**src/rtl/usr_burst.sv**
```systemverilog
// Universal shift register with eight modes and a burst engine that repeats a
// latched shift/rotate mode for burst_len enabled cycles, with busy/done status.
module usr_burst #(
   parameter int WIDTH = 8,
   parameter int CNT_W = 4
) (
   input  logic             clk,
   input  logic             rst,
   input  logic             en,
   input  logic [2:0]       S,
   input  logic             SINR,
   input  logic             SINL,
   input  logic [WIDTH-1:0] Din,
   input  logic             start,
   input  logic [CNT_W-1:0] burst_len,
   output logic [WIDTH-1:0] Dout,
   output logic             SOUTR,
   output logic             SOUTL,
   output logic             busy,
   output logic             done
);

   typedef enum logic [1:0] {IDLE, BURST, FIN} state_t;

   state_t           state_q;
   logic [WIDTH-1:0] dout_q;
   logic [CNT_W-1:0] count_q;
   logic [2:0]       bmode_q;
   logic             busy_q;
   logic             done_q;

   logic [WIDTH-1:0] op_d;
   logic [WIDTH-1:0] burst_d;
   logic             start_ok;

   function automatic logic [WIDTH-1:0] apply_op(input logic [2:0]       m,
                                                  input logic [WIDTH-1:0] q,
                                                  input logic             sr,
                                                  input logic             sl,
                                                  input logic [WIDTH-1:0] d);
      logic [WIDTH-1:0] r;
      case (m)
         3'b001:  r = {sr, q[WIDTH-1:1]};
         3'b010:  r = {q[WIDTH-2:0], sl};
         3'b011:  r = d;
         3'b100:  r = {q[0], q[WIDTH-1:1]};
         3'b101:  r = {q[WIDTH-2:0], q[WIDTH-1]};
         3'b110:  r = {q[WIDTH-1], q[WIDTH-1:1]};
         3'b111:  r = '0;
         default: r = q;
      endcase
      return r;
   endfunction

   always_comb begin
      op_d     = apply_op(S, dout_q, SINR, SINL, Din);
      // Latched burst mode is always a shift/rotate, so Din never matters here.
      burst_d  = apply_op(bmode_q, dout_q, SINR, SINL, Din);
      start_ok = start && (burst_len != '0) &&
                 (S inside {3'b001, 3'b010, 3'b100, 3'b101, 3'b110});
   end

   always_ff @(posedge clk or negedge rst) begin
      if (!rst) begin
         state_q <= IDLE;
         dout_q  <= '0;
         count_q <= '0;
         bmode_q <= 3'b000;
         busy_q  <= 1'b0;
         done_q  <= 1'b0;
      end else if (en) begin
         case (state_q)
            IDLE: begin
               if (start_ok) begin
                  bmode_q <= S;
                  count_q <= burst_len;
                  busy_q  <= 1'b1;
                  state_q <= BURST;
               end else begin
                  dout_q <= op_d;
               end
            end
            BURST: begin
               dout_q  <= burst_d;
               count_q <= count_q - CNT_W'(1);
               // Leave on the last shift so busy covers exactly burst_len cycles.
               if (count_q == CNT_W'(1)) begin
                  busy_q  <= 1'b0;
                  done_q  <= 1'b1;
                  state_q <= FIN;
               end
            end
            FIN: begin
               done_q  <= 1'b0;
               state_q <= IDLE;
            end
            default: begin
               busy_q  <= 1'b0;
               done_q  <= 1'b0;
               state_q <= IDLE;
            end
         endcase
      end
   end

   assign Dout  = dout_q;
   assign SOUTR = dout_q[0];
   assign SOUTL = dout_q[WIDTH-1];
   assign busy  = busy_q;
   assign done  = done_q;

endmodule

```
**config.mk**
```make
export PLATFORM = sky130hd
export DESIGN_NAME = usr_burst
export DESIGN_NICKNAME = d
export VERILOG_FILES = /design/src/rtl/usr_burst.sv
export SDC_FILE = /design/constraint.sdc
export NUM_CORES = 1
export LEC_CHECK = 0
export CORE_AREA = 2 2 48 84
export DETAILED_ROUTE_END_ITERATION = 10
export DIE_AREA = 0 0 50 86
export GPL_TIMING_DRIVEN = 0
export PLACE_DENSITY = 0.75
export SLEW_MARGIN = 25
export SYNTH_ARGS = -nofsm -noshare
export SYNTH_HDL_FRONTEND = slang
export SYNTH_SLANG_ARGS = --single-unit
```
**constraint.sdc**
```tcl
create_clock -name clk -period 3.2 [get_ports clk]
set_clock_uncertainty 0.05 [all_clocks]
set_input_delay 0.64 -clock clk [delete_from_list [all_inputs] [get_ports clk]]
set_output_delay 0.64 -clock clk [all_outputs]
set_load 0.005 [all_outputs]
```
**Drive-strength map**

Scale bar: 20 µm.
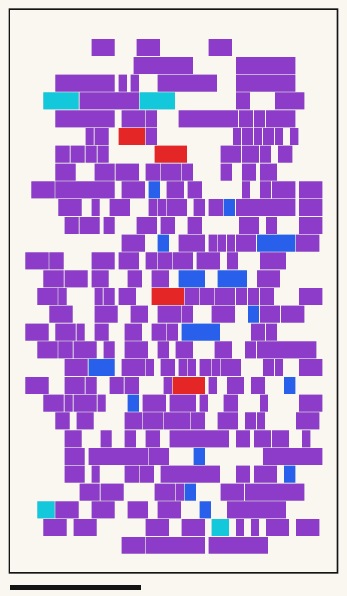
purple -> x1 and smaller  # cells 219, share 90%, most used clkdlybuf4s50_1
blue -> x2  # cells 15, share 6.2%, most used buf_2
red -> x6 and larger  # cells 4, share 1.7%, most used clkbuf_8
cyan -> x3 and x4  # cells 4, share 1.7%
Buffers, non-clock: 54
P&R area growth vs syn: 24.0%
Final WS setup: 0.636 ns
Final Instance Area: 0.00218 mm²

**The clock network**

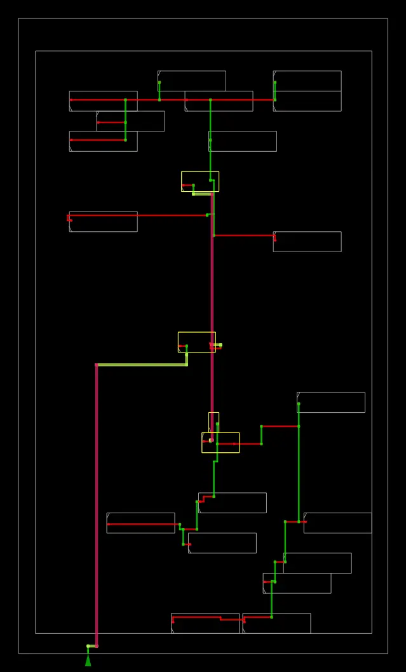
# clock sinks: 19
cts bufs inserted: 3

==> results.sh <==
# yosys + openroad results
export IMPL_comb_power_share=0.680
export IMPL_top_cell_area_share=0.270
export IMPL_tns_ns=0
export IMPL_largest_area_cell="dfrtp_1"
export IMPL_cap_violations=0
export IMPL_status="complete, no violations"
export IMPL_synthAoiAreaFrac=0.322
export IMPL_cp_end_kind="flop"
export IMPL_required_ns=3.30
export IMPL_grt_max_degree=20
export IMPL_synthFlopType="dfrtp_1"
export IMPL_cts_clk_slew_worst_paths_ns=0.07
export IMPL_final_cell_mix="32 x clkdlybuf4s50_1, 19 x dfrtp_1, 13 x a21oi_1"
export IMPL_cts_htree_levels=1
export IMPL_slew_violations=0
export IMPL_synthSimpleGateAreaFrac=0.210
export IMPL_post_cts_resized=0
export IMPL_via_per_inst=6.47
export IMPL_relSlewSlack=0.388
export IMPL_seqPwrFrac=0.235
export IMPL_min_period_ns=2.56
export IMPL_numSynthFlops=19
export IMPL_fmax_mhz=390
export IMPL_xor_share=0.00497
export IMPL_ant_nets=0
export IMPL_drc_errors=0
export IMPL_ys_sh_mux=0.106
export IMPL_rows=29
export IMPL_swShare=0.463
export IMPL_portBuffers=32
export IMPL_met1_usage=0.302
export IMPL_ys_cells=206
export IMPL_die_width_um=50
export IMPL_worst_path_max_fanout=7
export IMPL_dr_pass1_iters=5
export IMPL_p_seq_uw=484
export IMPL_chip_area_mm2=0.00430
export IMPL_worstSkewPairLatency_ns=0.26
export IMPL_largest_reg_flops=8
export IMPL_setup_viol=0
export IMPL_hold_buffers=0
export IMPL_hp_class="flop to flop"
export IMPL_hold_viol=0
export IMPL_rsz0062_at_grt="false"
export IMPL_pg_comb_uw=1400
export IMPL_overflow=0
export IMPL_ys_sh_adder=0.0142
export IMPL_fp_nets=229
**Close-up of the layout**

Window x 20 to 50, y 6 to 36 µm. Cells in gray, sequential cells in the stronger gray; small squares are vias.
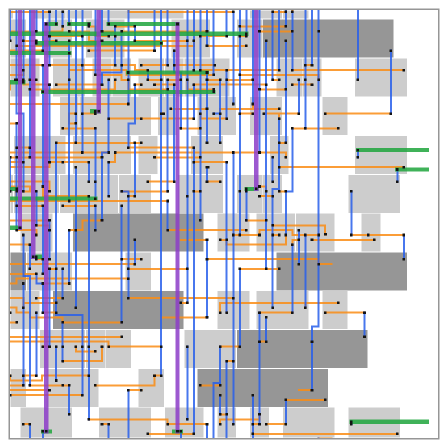
orange -> M1
green -> M3
blue -> M2
purple -> M4
most frequent = clkdlybuf4s50_1 (8), dfrtp_1 (6)
sequential cells in the window = 6
cells with their middle in the window = 63
netlist names of flops here include = bmode_q (2), state_q (2)

-- path summary, 6_finish.rpt --
| path | from | end | slack [ns] |
|---|---|---|---|
| setup / recovery | burst_len[2] | Dout[6] | 0.64 |
| hold / removal | busy | busy | 0.43 |
| setup reg to reg | state_q[0] | Dout[6] | 0.93 |
| hold reg to reg | busy | busy | 0.43 |
| max in group asynchronous | rst | Dout[2] | 1.70 |
| min in group asynchronous | rst | bmode_q[0] | 0.84 |
-- worst max-delay path, cell delays in order --
cell and delay (ns):
clkdlybuf4s50_1 0.47, o41a_1 0.47, o21ai_1 0.44, and2_1 0.22, buf_6 0.13, mux2_4 0.29
-- cell usage after synthesis (all sizes together) (4+ instances only) --
master / instances
buf: 13
nor3b: 4
nor3: 6
a211o: 7
mux2: 7
inv: 5
clkbuf: 9
a221oi: 4
a22oi: 5
a31oi: 9
a21oi: 13
mux2i: 10
nor2: 12
o21ai: 9
nand2: 7
nand2b: 6
nor2b: 10
dfrtp: 19
-- routing by layer --
metal | part of all wire | up-vias
met4 | 0.069 | 0
li1 | - | 861
met1 | 0.38 | 891
met2 | 0.50 | 87
met5 | 0 | -
met3 | 0.054 | 23
-- layout make-up --
type,instances,area [µm²],area share
Multi-Input combinational cell,160,1160,0.530
Sequential cell,19,475,0.218
Timing Repair Buffer,32,320,0.147
Buffer,22,110,0.0504
Tap cell,46,57.6,0.0263
Clock buffer,4,45.0,0.0206
Inverter,5,18.8,0.00859
-- stage by stage --
step	area (µm²)	utilization	hold WS, ns	worst slack, ns	total power [µW]
floorplan	1760	-	0.294	1.07	1390
global placement	2140	0.596	0.410	0.408	1850
detailed placement	2140	0.596	0.413	0.423	1870
CTS	2180	0.608	0.431	0.693	2040
global route	2180	0.608	0.491	0.550	2210
finish	2180	0.608	0.427	0.636	2060
No activity file was given, so power comes from the tool's default toggle rates.
